`config.mk`:
```
export PLATFORM = sky130hd
export DESIGN_NAME = br_reslv_queue
export DESIGN_NICKNAME = d
export VERILOG_FILES = /design/src/rtl/br_reslv_queue_pkg.sv /design/src/rtl/brq_ptr.sv /design/src/rtl/br_reslv_queue.sv
export SDC_FILE = /design/constraint.sdc
export NUM_CORES = 1
export LEC_CHECK = 0
export CORE_UTILIZATION = 58
export DETAILED_ROUTE_END_ITERATION = 10
export PLACE_DENSITY = 0.81
export SYNTH_ARGS = -nofsm -noshare
export SYNTH_HDL_FRONTEND = slang
export SYNTH_SLANG_ARGS = --single-unit
export TNS_END_PERCENT = 30
```
`constraint.sdc`:
```
create_clock -name clk -period 4.3 [get_ports clk]
set_clock_uncertainty 0.2 [all_clocks]
set_input_delay 0.43 -clock clk [delete_from_list [all_inputs] [get_ports clk]]
set_output_delay 0.43 -clock clk [all_outputs]
set_load 0.03 [all_outputs]
```
`src/rtl/br_reslv_queue_pkg.sv`:
```
// Shared types and constants for the branch resolution queue and the
// direction predictor it feeds.
`ifndef SD
`define SD
`endif

package br_reslv_queue_pkg;

  localparam int BR_STATE_W = 2;

  localparam logic [BR_STATE_W-1:0] BR_NONE       = 2'b00;
  localparam logic [BR_STATE_W-1:0] BR_PR_CORRECT = 2'b01;
  localparam logic [BR_STATE_W-1:0] BR_PR_WRONG   = 2'b10;

  // Default branch history width; must match the predictor.
  localparam int BRQ_BHR_W = 8;

  // Resolve state reported to the predictor for a retired branch.
  function automatic logic [BR_STATE_W-1:0] brq_resolve(input logic pred, input logic taken);
    return (pred == taken) ? BR_PR_CORRECT : BR_PR_WRONG;
  endfunction

endpackage

```
`src/rtl/brq_ptr.sv`:
```
// Wrap-bit head/tail pointer pair with full, empty and occupancy.
// A flush retires the head entry and collapses the tail onto the new head.
module brq_ptr #(
  parameter int IDX_W = 3
) (
  input  logic             clk,
  input  logic             rst,
  input  logic             push,
  input  logic             pop,
  input  logic             flush,
  output logic [IDX_W-1:0] head_idx_o,
  output logic [IDX_W-1:0] tail_idx_o,
  output logic             full_o,
  output logic             empty_o,
  output logic [IDX_W:0]   count_o
);

  localparam logic [IDX_W:0] PTR_ONE = {{IDX_W{1'b0}}, 1'b1};

  logic [IDX_W:0] head_q, head_d;
  logic [IDX_W:0] tail_q, tail_d;

  // Next pointer values; flush wins over push so wrong-path dispatches vanish.
  always_comb begin
    head_d = head_q;
    tail_d = tail_q;
    if (pop || flush) head_d = head_q + PTR_ONE;
    if (flush)        tail_d = head_q + PTR_ONE;
    else if (push)    tail_d = tail_q + PTR_ONE;
  end

  // Pointer registers.
  always_ff @(posedge clk) begin
    if (rst) begin
      head_q <= '0;
      tail_q <= '0;
    end else begin
      head_q <= head_d;
      tail_q <= tail_d;
    end
  end

  assign head_idx_o = head_q[IDX_W-1:0];
  assign tail_idx_o = tail_q[IDX_W-1:0];
  assign empty_o    = (head_q == tail_q);
  assign full_o     = (head_q[IDX_W-1:0] == tail_q[IDX_W-1:0]) && (head_q[IDX_W] != tail_q[IDX_W]);
  assign count_o    = tail_q - head_q;

endmodule

```
`src/rtl/br_reslv_queue.sv`:
```
// In-order branch resolution queue: records predictions at dispatch,
// takes execute outcomes out of order by tag, retires oldest-first and
// drives the predictor resolve interface; a mispredict flushes all younger.
module br_reslv_queue
  import br_reslv_queue_pkg::*;
#(
  parameter int BRQ_DEPTH = 8,
  parameter int BRQ_IDX_W = $clog2(BRQ_DEPTH),
  parameter int BHR_W     = BRQ_BHR_W
) (
  input  logic                  clk,
  input  logic                  rst,
  input  logic                  disp_br_i,
  input  logic                  disp_pred_i,
  input  logic [BHR_W-1:0]      disp_bhr_i,
  output logic [BRQ_IDX_W-1:0]  disp_tag_o,
  output logic                  full_o,
  input  logic                  ex_valid_i,
  input  logic [BRQ_IDX_W-1:0]  ex_tag_i,
  input  logic                  ex_taken_i,
  output logic [BR_STATE_W-1:0] reslv_o,
  output logic                  is_taken_o,
  output logic [BHR_W-1:0]      recrv_BHR_o,
  output logic                  squash_o,
  output logic [BRQ_IDX_W:0]    count_o
);

  logic [BRQ_IDX_W-1:0] head_idx, tail_idx;
  logic                 empty, retire, mispredict, push;

  logic [BRQ_DEPTH-1:0] valid_q, valid_d;
  logic [BRQ_DEPTH-1:0] done_q, done_d;
  logic [BRQ_DEPTH-1:0] pred_q, pred_d;
  logic [BRQ_DEPTH-1:0] taken_q, taken_d;
  logic [BHR_W-1:0]     bhr_q [BRQ_DEPTH];
  logic [BHR_W-1:0]     bhr_d [BRQ_DEPTH];

  logic [BR_STATE_W-1:0] reslv_q, reslv_d;
  logic                  is_taken_q, is_taken_d;
  logic [BHR_W-1:0]      recrv_bhr_q, recrv_bhr_d;
  logic                  squash_q, squash_d;

  brq_ptr #(.IDX_W(BRQ_IDX_W)) u_ptr (
    .clk        (clk),
    .rst        (rst),
    .push       (push),
    .pop        (retire),
    .flush      (mispredict),
    .head_idx_o (head_idx),
    .tail_idx_o (tail_idx),
    .full_o     (full_o),
    .empty_o    (empty),
    .count_o    (count_o)
  );

  // Retire decision uses only registered state, so a same-cycle execute
  // write to the head is seen one cycle later at the earliest.
  always_comb begin
    retire     = !empty && valid_q[head_idx] && done_q[head_idx];
    mispredict = retire && (taken_q[head_idx] != pred_q[head_idx]);
    push       = disp_br_i && !full_o && !mispredict;
  end

  // Entry updates: execute write, then dispatch, then retire/flush clears.
  always_comb begin
    valid_d = valid_q;
    done_d  = done_q;
    pred_d  = pred_q;
    taken_d = taken_q;
    bhr_d   = bhr_q;
    if (ex_valid_i && valid_q[ex_tag_i]) begin
      done_d[ex_tag_i]  = 1'b1;
      taken_d[ex_tag_i] = ex_taken_i;
    end
    if (push) begin
      valid_d[tail_idx] = 1'b1;
      done_d[tail_idx]  = 1'b0;
      pred_d[tail_idx]  = disp_pred_i;
      bhr_d[tail_idx]   = disp_bhr_i;
    end
    if (retire)     valid_d[head_idx] = 1'b0;
    if (mispredict) valid_d = '0;
  end

  // Resolve outputs for the next cycle; direction and BHR hold when idle.
  always_comb begin
    reslv_d     = BR_NONE;
    is_taken_d  = is_taken_q;
    recrv_bhr_d = recrv_bhr_q;
    squash_d    = mispredict;
    if (retire) begin
      reslv_d     = brq_resolve(pred_q[head_idx], taken_q[head_idx]);
      is_taken_d  = taken_q[head_idx];
      recrv_bhr_d = bhr_q[head_idx];
    end
  end

  // Entry and output registers; payload fields need no reset.
  always_ff @(posedge clk) begin
    if (rst) begin
      valid_q     <= '0;
      done_q      <= '0;
      reslv_q     <= BR_NONE;
      is_taken_q  <= 1'b0;
      recrv_bhr_q <= '0;
      squash_q    <= 1'b0;
    end else begin
      valid_q     <= valid_d;
      done_q      <= done_d;
      pred_q      <= pred_d;
      taken_q     <= taken_d;
      bhr_q       <= bhr_d;
      reslv_q     <= reslv_d;
      is_taken_q  <= is_taken_d;
      recrv_bhr_q <= recrv_bhr_d;
      squash_q    <= squash_d;
    end
  end

  assign disp_tag_o  = tail_idx;
  assign reslv_o     = reslv_q;
  assign is_taken_o  = is_taken_q;
  assign recrv_BHR_o = recrv_bhr_q;
  assign squash_o    = squash_q;

endmodule

```
**The metal 1 layer**

Bar = 20 um. Supply wires on this layer in grey.
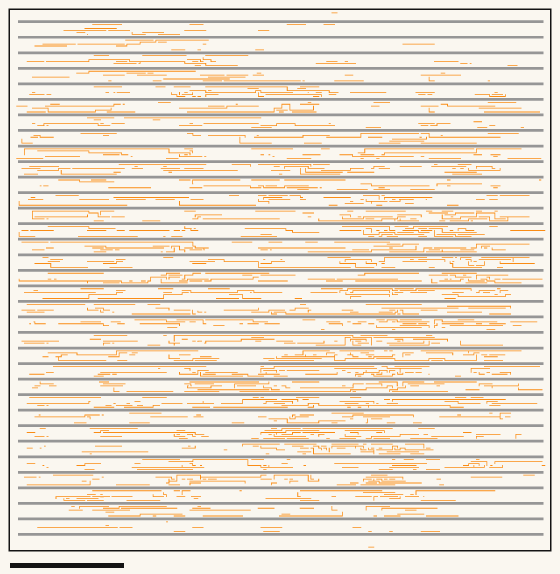
main direction: horizontal
wire length on this layer: 4450 um
via count: 3234
met1 usage: 0.3473
final wirelength: 11330 um

**M2 wires**

Bar = 20 um.
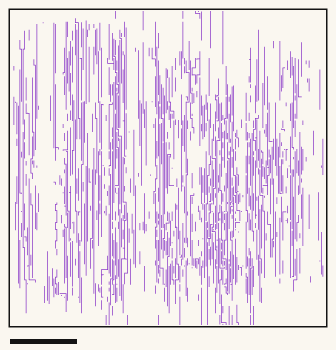
nets with wire on the layer: 384
main direction: vertical
met2 GRT Util: 0.4547

**Metal 3**

Cells faint in the background.
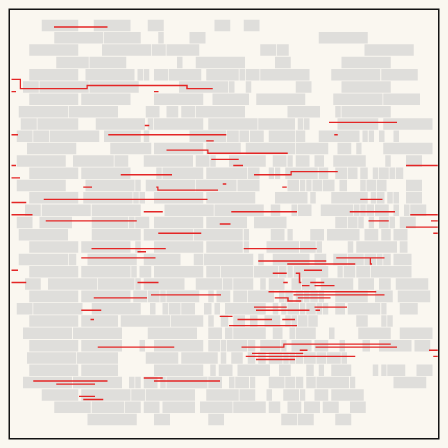
longest straight run: 35.9 um
share of all routed wire: 6.6%
GR Util met3: 0.07488

**Met4 routing**

Bar = 20 um. Supply wires on this layer in grey.
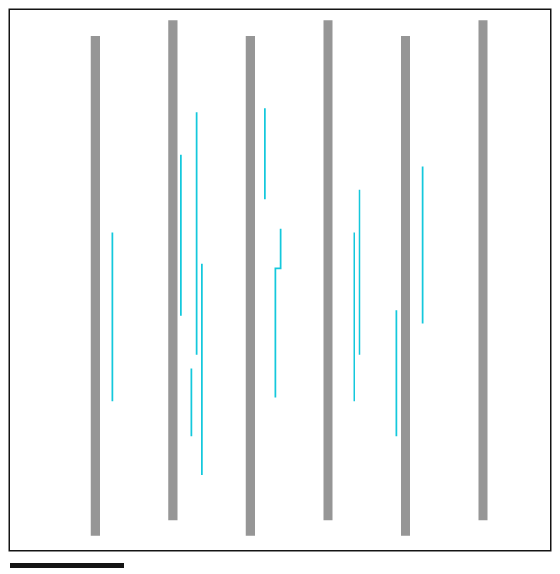
wire length on this layer: 300 um
share of all routed wire: 2.7%

**Routing congestion**

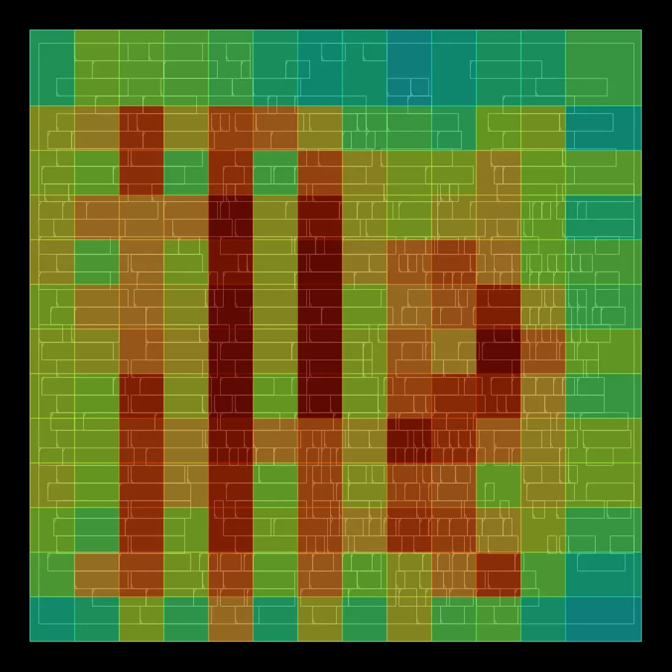
layer with the highest usage: met2
routed length per instance: 21.67 um
Total GRT Usage: 0.2761
utilization after layout: 0.7242

==> run summary <==
run results: vias in the first global route=3197, PwrDens=445.6 nW/um^2, Post-synth seq share=0.6289, IR Drop Worst-Case VDD=466.8 uV, cycle use final=0.8197, status=finished, final reports clean, flop share of the area=0.5224, Layout clock buffers=17, clk_lat worst skew=510 ps, flop2flop setup slack=780 ps, cell row count=33, Lkg Pwr=1.975 nW, met2 WL=5840 um, # Cells Yosys=366, RD Place Congestion=0.8912, # fillers=546, core area=8258 sq um, final setup vio count=0, Sw Share=0.2209, post-synth top area cell=edfxtp_1, worst path arrival time=3460 ps, Seq cells=116, top cells, area=edfxtp_1 48%, dfxtp_1 15%, mux4_2 10%, nor2_1 3.5%, nand2_1 2.9%, Async SR Flop Fraction=0, CTS Hold Bufs=0, P_int=0.002076 W, Synthesized Nets=389, wl on met1=4451 um, most frequent cell after synthesis=edfxtp_1
## sequential cells by signal (all words and copies together) (netlist names)
name and count:
is_taken_o 1, taken_q 8, bhr_q 64, recrv_BHR_o 8, reslv_o 2, squash_o 1, u_ptr.head_q 4, u_ptr.tail_q 4
valid_q 8, pred_q 8, done_q 8
## power groups by stage
| stage | clock, W | sequential (W) | combinational, W |
|---|---|---|---|
| after floorplan | 0 | 0.00124 | 0.0000635 |
| after global placement | 0 | 0.00124 | 0.000107 |
| after detailed placement | 0 | 0.00124 | 0.000109 |
| after CTS | 0.00135 | 0.00121 | 0.000110 |
| after global routing | 0.00140 | 0.00122 | 0.000118 |
| final | 0.00134 | 0.00122 | 0.000111 |
## final timing paths
kind                                      start              to  cells past startpoint
worst max-delay path            u_ptr.head_q[0]       bhr_q[20]                      7
worst min-delay path             recrv_BHR_o[0]  recrv_BHR_o[0]                      2
worst max register to register  u_ptr.head_q[0]       bhr_q[20]                      7
worst min register to register   recrv_BHR_o[0]  recrv_BHR_o[0]                      2
## metrics by stage
| step | area (sq um) | setup slack, ps |
|---|---|---|
| after floorplan | 4966 | 991.3 |
| after global placement | 5413 | 926.5 |
| after detailed placement | 5413 | 843.3 |
| after CTS | 5981 | 764.3 |
| after global routing | 5981 | 624.5 |
| final | 5981 | 775.4 |
## worst max-delay path: stages, from the launching register on
cell     delay, ps
dfxtp_2        520
buf_4          260
mux4_2         530
nand2_1        130
nand2_2         90
xnor2_2        350
o21ai_4        210
nor3_2         830
## kinds of logic after synthesis
family                     Yosys count  synth area share
xor gates and xnor gates            12           0.02419
buffers and inverters               36           0.03376
and+or+nand+nor                    115            0.1031
muxes                               27            0.1104
DFF                                116            0.6289
adders and majority gates            6           0.01663
AOI/OAI and AO/OA                   54           0.08315
Power and IR drop assume default switching activity.
